run_1/clk_routes.png
Bar = 10 um.
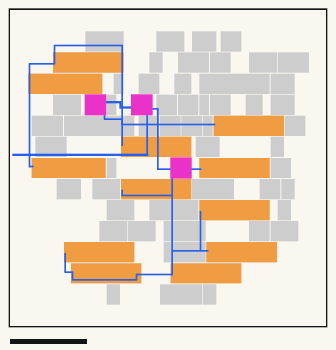
run_1/flops_by_reg.png
Bar = 10 um. Other sequential cells in the stronger grey, the rest of the logic in the fainter grey.
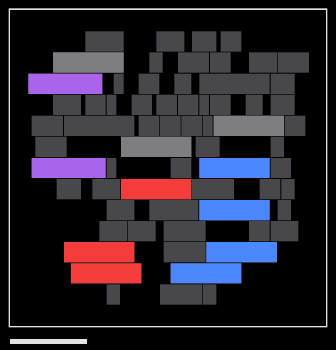
run_1/clocks.png
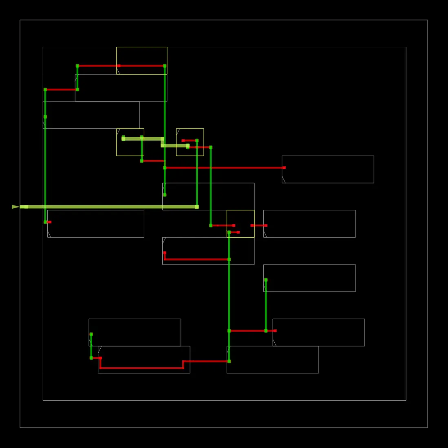
`src/rtl/sipo_rx_ctrl.sv`:
```
// Serial-in/parallel-out frame controller: shifts qualified serial bits into words
// and presents each completed word through a valid/ready holding register.
module sipo_rx_ctrl #(
  parameter int WIDTH     = 4,
  parameter bit MSB_FIRST = 1'b1,
  localparam int CW       = $clog2(WIDTH)
) (
  input  logic             Clk,
  input  logic             Rst_n,
  input  logic             Din,
  input  logic             Din_valid,
  input  logic             Start,
  input  logic             Stop,
  output logic [WIDTH-1:0] Dout,
  output logic             Dout_valid,
  input  logic             Dout_ready,
  output logic             Busy,
  output logic             Overrun,
  output logic [CW-1:0]    Bit_count
);

  typedef enum logic {IDLE, SHIFT} state_t;

  state_t           state, state_nxt;
  logic [WIDTH-1:0] sr, sr_nxt, sr_shift;
  logic [CW-1:0]    cnt, cnt_nxt;
  logic [WIDTH-1:0] dout, dout_nxt;
  logic             dvld, dvld_nxt;
  logic             ovr, ovr_nxt;
  logic             last_bit;

  assign sr_shift = MSB_FIRST ? {sr[WIDTH-2:0], Din} : {Din, sr[WIDTH-1:1]};
  assign last_bit = (cnt == CW'(WIDTH - 1));

  always_ff @(posedge Clk or negedge Rst_n) begin
    if (!Rst_n) begin
      state <= IDLE;
      sr    <= '0;
      cnt   <= '0;
      dout  <= '0;
      dvld  <= 1'b0;
      ovr   <= 1'b0;
    end else begin
      state <= state_nxt;
      sr    <= sr_nxt;
      cnt   <= cnt_nxt;
      dout  <= dout_nxt;
      dvld  <= dvld_nxt;
      ovr   <= ovr_nxt;
    end
  end

  always_comb begin
    state_nxt = state;
    sr_nxt    = sr;
    cnt_nxt   = cnt;
    dout_nxt  = dout;
    dvld_nxt  = dvld;
    ovr_nxt   = ovr;

    // Delivery runs in both states so a pending word survives Stop.
    if (dvld && Dout_ready)
      dvld_nxt = 1'b0;

    case (state)
      IDLE: begin
        if (Start && !Stop) begin
          state_nxt = SHIFT;
          sr_nxt    = '0;
          cnt_nxt   = '0;
          ovr_nxt   = 1'b0;
        end
      end
      SHIFT: begin
        if (Stop) begin
          state_nxt = IDLE;
          sr_nxt    = '0;
          cnt_nxt   = '0;
        end else if (Start) begin
          sr_nxt  = '0;
          cnt_nxt = '0;
          ovr_nxt = 1'b0;
        end else if (Din_valid) begin
          sr_nxt = sr_shift;
          if (last_bit) begin
            cnt_nxt = '0;
            // Holding register is free if empty or being drained on this edge.
            if (!dvld || Dout_ready) begin
              dout_nxt = sr_shift;
              dvld_nxt = 1'b1;
            end else begin
              ovr_nxt = 1'b1;
            end
          end else begin
            cnt_nxt = cnt + 1'b1;
          end
        end
      end
      default: state_nxt = IDLE;
    endcase
  end

  assign Dout       = dout;
  assign Dout_valid = dvld;
  assign Busy       = (state == SHIFT);
  assign Overrun    = ovr;
  assign Bit_count  = cnt;

endmodule

```
`config.mk`:
```
export PLATFORM = sky130hd
export DESIGN_NAME = sipo_rx_ctrl
export DESIGN_NICKNAME = d
export VERILOG_FILES = /design/src/rtl/sipo_rx_ctrl.sv
export SDC_FILE = /design/constraint.sdc
export NUM_CORES = 1
export LEC_CHECK = 0
export CORE_MARGIN = 2
export CORE_UTILIZATION = 39
export CTS_CLUSTER_SIZE = 24
export DETAILED_ROUTE_END_ITERATION = 12
export HOLD_SLACK_MARGIN = 0.12
export PLACE_DENSITY = 0.74
export SETUP_SLACK_MARGIN = 0.2
export SYNTH_ARGS = -nofsm -noshare
export SYNTH_HDL_FRONTEND = slang
export SYNTH_SLANG_ARGS = --single-unit
```
`constraint.sdc`:
```
create_clock -name Clk -period 1.25 [get_ports Clk]
set_input_delay 0.1875 -clock Clk [delete_from_list [all_inputs] [get_ports Clk]]
set_output_delay 0.1875 -clock Clk [all_outputs]
set_load 0.01 [all_outputs]
```
==> summary.txt, run 1 <==
yosys + openroad results -> status completed, Yosys top cell by area dfrtp_1, crit-path cells nor4bb_4 -> buf_4 -> nand3_4 -> mux2_4, placed inst area 776 um2, Iteration-0 DRC Markers 3, share of cells above drive strength 1 between 60% and 70%, DR vias roughly 380, Rows 13, Fillers 112, WS Path Type reg -> reg, Hold/Removal Path Class in -> async, CTS tree done, max frequency roughly 810 MHz, Avg Inst Size Synth 14.7 um2, Total Power about 0.00079 W, leakage about 0.43 nW, routed len/inst 12.2 um, Reg-to-Reg End Dout[3], worst reg2reg startpoint Busy, floorplan net count 44
About clk_routes.png:
[clock drivers] magenta | count: 3
[flip-flops] orange | count: 12
[clock wires] blue | length: 153 um
routed clock nets: 4

About flops_by_reg.png:
| signal | colour | flops |
|---|---|---|
| Dout | blue | 4 |
| Bit_count | purple | 2 |
| sr | red | 3 |

About clocks.png:
clock buf count: 4
TritonCTS buffer count: 3

## run 1: cell type report
class                           instances  share of cell area [%]
Clock buffer                            4                    4.46
Multi-Input combinational cell         23                    30.2
Sequential cell                        12                    37.2
Tap cell                               15                    2.31
Timing Repair Buffer                   27                    25.8
## run 1: how the worst max path moves through the flow
stage	startpoint	end	slack, ns
2_1_floorplan	Busy	Dout[0]	-0.07
6_report	Busy	Dout[3]	0.02
3_5_place_dp	Din_valid	Dout[0]	-0.41
3_3_place_gp	Din_valid	Dout[1]	-0.40
5_1_grt	Busy	Dout[3]	-0.02
4_1_cts	Busy	Dout[3]	0.02
## run 1: sequential cells by signal, indices dropped and copies added (netlist names)
name        cells
Bit_count       2
Busy            1
Dout            4
Dout_valid      1
Overrun         1
sr              3
## run 1: worst max-delay path, delay by kind of cell, from the launching register on
| family | cells | cell delay (ns) |
|---|---|---|
| DFF | 1 | 0.35 |
| muxes | 1 | 0.31 |
| and+or+nand+nor | 2 | 0.29 |
| buffers and inverters | 1 | 0.17 |
## run 1: power breakdown
part / total, W / internal (W) / switching (W) / leakage [nW]
registers: 0.000400 / 0.000394 / 0.00000616 / 0.162
clock network: 0.000303 / 0.000177 / 0.000126 / 0.0210
logic: 0.0000875 / 0.0000529 / 0.0000346 / 0.244
total: 0.000791 / 0.000624 / 0.000167 / 0.428
## run 1: per-stage QoR
stage                     hold slack [ns]  setup slack (ns)
after floorplan                    -0.108           -0.0671
after global placement              0.490            -0.399
after detailed placement            0.498            -0.410
after CTS                           0.214            0.0166
after global routing                0.215           -0.0193
final                               0.211            0.0210
## run 1: kinds of logic after synthesis
logic type               after synthesis  synth area share, %
flip-flops                            12                 56.9
AND/OR/NAND/NOR                       10                 14.5
AND-OR/OR-AND                          8                 13.5
multiplexers                           4                 11.4
buffers and inverters                  1                 1.42
adder cells (fa/ha/maj)                1                 2.37
## run 1: metal layers
layer | GRT usage (%) | part of all wire (%) | wire length (um)
met4 | 7.50 | 0 | 0
met5 | 0 | 0 | 0
met3 | 6.52 | 6.3 | 62
met1 | 20.7 | 49 | 490
met2 | 19.1 | 44 | 437
## run 1: timing repair
action	CTS	global route
setup endpoints to repair	20	14
pin swaps	2	0
buffers inserted	3	0
gates resized	39	4
## run 1: cell usage in the layout (no fill, tap or decap), drive strengths merged
master         netlist  routed
clkdlybuf4s50        0       3
o21ba                1       1
nor4bb               1       1
a22o                 5       5
nand2b               1       1
o21a                 1       1
buf                  1      21
nor2                 3       3
nor2b                1       1
nand3                1       1
dfrtp               12      12
clkbuf               0       4
ha                   1       1
a21oi                1       1
dlygate4sd2          0       3
nand2                2       2
and4b                1       1
mux2                 4       4
==> run 1 -> run 2 <==
- HOLD_SLACK_MARGIN: 0.12 -> 0.02
==> run 2 against run 1 <==
Compared with the run above:
- sequential share of layout area is the same
- power stayed put
- first-iteration DRC count stayed put
- clock skew is the same
- largest cell class unchanged
- clock power hardly changed
- cell area did not move
==> summary.txt, run 2 <==
yosys + openroad results -> Rows 13, Largest register FFs 4, Reg power frac 50.6%, leakage between 0.4 and 0.5 nW, Synth cell types 16, Hold WS 0.211 ns, Logic pwr share 11.1%, Yosys top cell by area dfrtp_1, CTS tree done, Commonest Layout Cell buf_4, dpl ws -0.410 ns, NetSw 0.000167 W, Max Slew Vio Count 0, DR vias 384, All-Layer GR Usage between 10 and 15%, Avg Inst Size Synth 14.7 um2, WS Path Type reg -> reg, share of cells above drive strength 1 about 62%, Pint around 0.00062 W, crit path time final 1.23 ns, Clock Skew 0.00389 ns, dominant logic cell types in the final layout buf_4 (12), dfrtp_1 (10), buf_2 (6), TritonCTS buffer count 3, routed len/inst 12.2 um, drt via density 4.74, Area leader share 56.9%, Iteration-0 DRC Markers 3, Placer Congestion 0.622, Hold/Removal Path Class in -> async, Async S/R FF share, synth 100%, status completed, Net Sw Frac between 20% and 30%, Post-Syn Instances 36, Clock Power Share a little under two fifths
-- run 2: cell counts after synthesis --
Identical to the previous run, type by type.
-- run 2: layout make-up --
class,count,area [um2]
clock buffer,4,36.3
fill,112,472
multi-input combinational,23,245
sequential,12,303
tap,15,18.8
timing repair buffer,27,210
-- run 2: per-layer routing --
layer  wire length (um)  track usage, %
met2                437            19.1
met5                  0               0
met1                490            20.7
met4                  0            7.50
met3                 62            6.52
-- run 2: power groups by stage --
| stage | clock [W] | combinational (W) | sequential, W |
|---|---|---|---|
| floorplan | 0 | 0.0000223 | 0.000410 |
| global placement | 0 | 0.0000863 | 0.000408 |
| detailed placement | 0 | 0.0000874 | 0.000408 |
| CTS | 0.000315 | 0.0000866 | 0.000400 |
| global route | 0.000336 | 0.0000964 | 0.000401 |
| finish | 0.000303 | 0.0000875 | 0.000400 |
-- run 2: kinds of logic (layout without fill, tap and decap cells) --
| logic type | count (synthesis) | count (layout) | share of synthesized area, % |
|---|---|---|---|
| DFF | 12 | 12 | 56.9 |
| AOI/OAI and AO/OA | 8 | 8 | 13.5 |
| muxes | 4 | 4 | 11.4 |
| adders and majority gates | 1 | 1 | 2.37 |
| and+or+nand+nor | 10 | 10 | 14.5 |
| buffers and inverters | 1 | 31 | 1.42 |
-- run 2: metrics by stage --
stage | total power [W] | instance area, um2
after floorplan | 0.000432 | 547
after global placement | 0.000494 | 776
after detailed placement | 0.000495 | 776
after CTS | 0.000802 | 806
after global routing | 0.000833 | 813
final | 0.000791 | 813
-- run 2: worst paths after layout --
path | startpoint | to | cells after the start
min in group Clk | sr[2] | sr[2] | 1
min | Rst_n | Overrun | 2
max in group asynchronous | Rst_n | Bit_count[1] | 2
max reg2reg | Busy | Dout[3] | 4
min reg2reg | sr[2] | sr[2] | 1
max | Busy | Dout[3] | 4
-- run 2: worst max-delay path, cell delays in order (launching register included) --
cell	delay, ns
dfrtp_1	0.35
nor4bb_4	0.20
buf_4	0.17
nand3_4	0.09
mux2_4	0.31
-- run 2: repair_timing --
| item | 4_1_cts | 5_1_grt |
|---|---|---|
| hold buffers | 0 | 0 |
| setup buffers | 3 | 0 |
| endpoints found under the hold margin | 0 | 0 |
| resized | 39 | 4 |
| setup endpoints to repair | 20 | 14 |
| pin swaps | 2 | 0 |
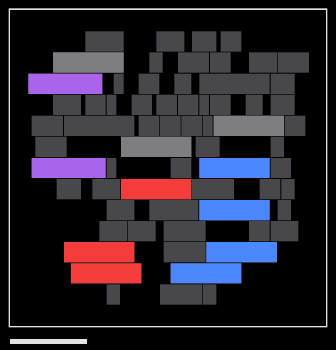
run_2/flops_by_reg.png
Bar = 10 um. Other sequential cells in the stronger grey, the rest of the logic in the fainter grey.
| signal | colour | flops |
|---|---|---|
| Dout | blue | 4 |
| Bit_count | purple | 2 |
| sr | red | 3 |
not coloured: 3

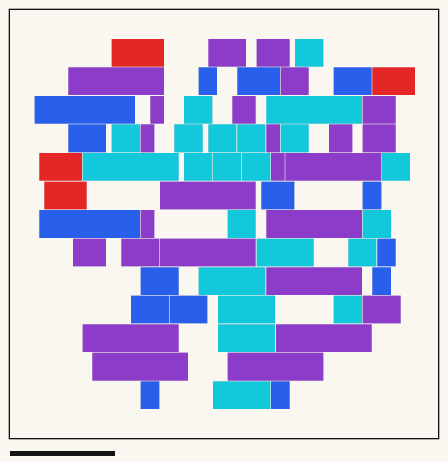
run_2/sizes.png
Bar = 10 um.
| size | colour | cells | share | most used |
|---|---|---|---|---|
| _6 and larger | red | 4 | 6.1% | buf_6 |
| _2 cells | blue | 15 | 23% | buf_2 |
| _3 and _4 cells | cyan | 22 | 33% | buf_4 |
| _0 and _1 cells | purple | 25 | 38% | dfrtp_1 |

Power is estimated from default activity; no workload was simulated.
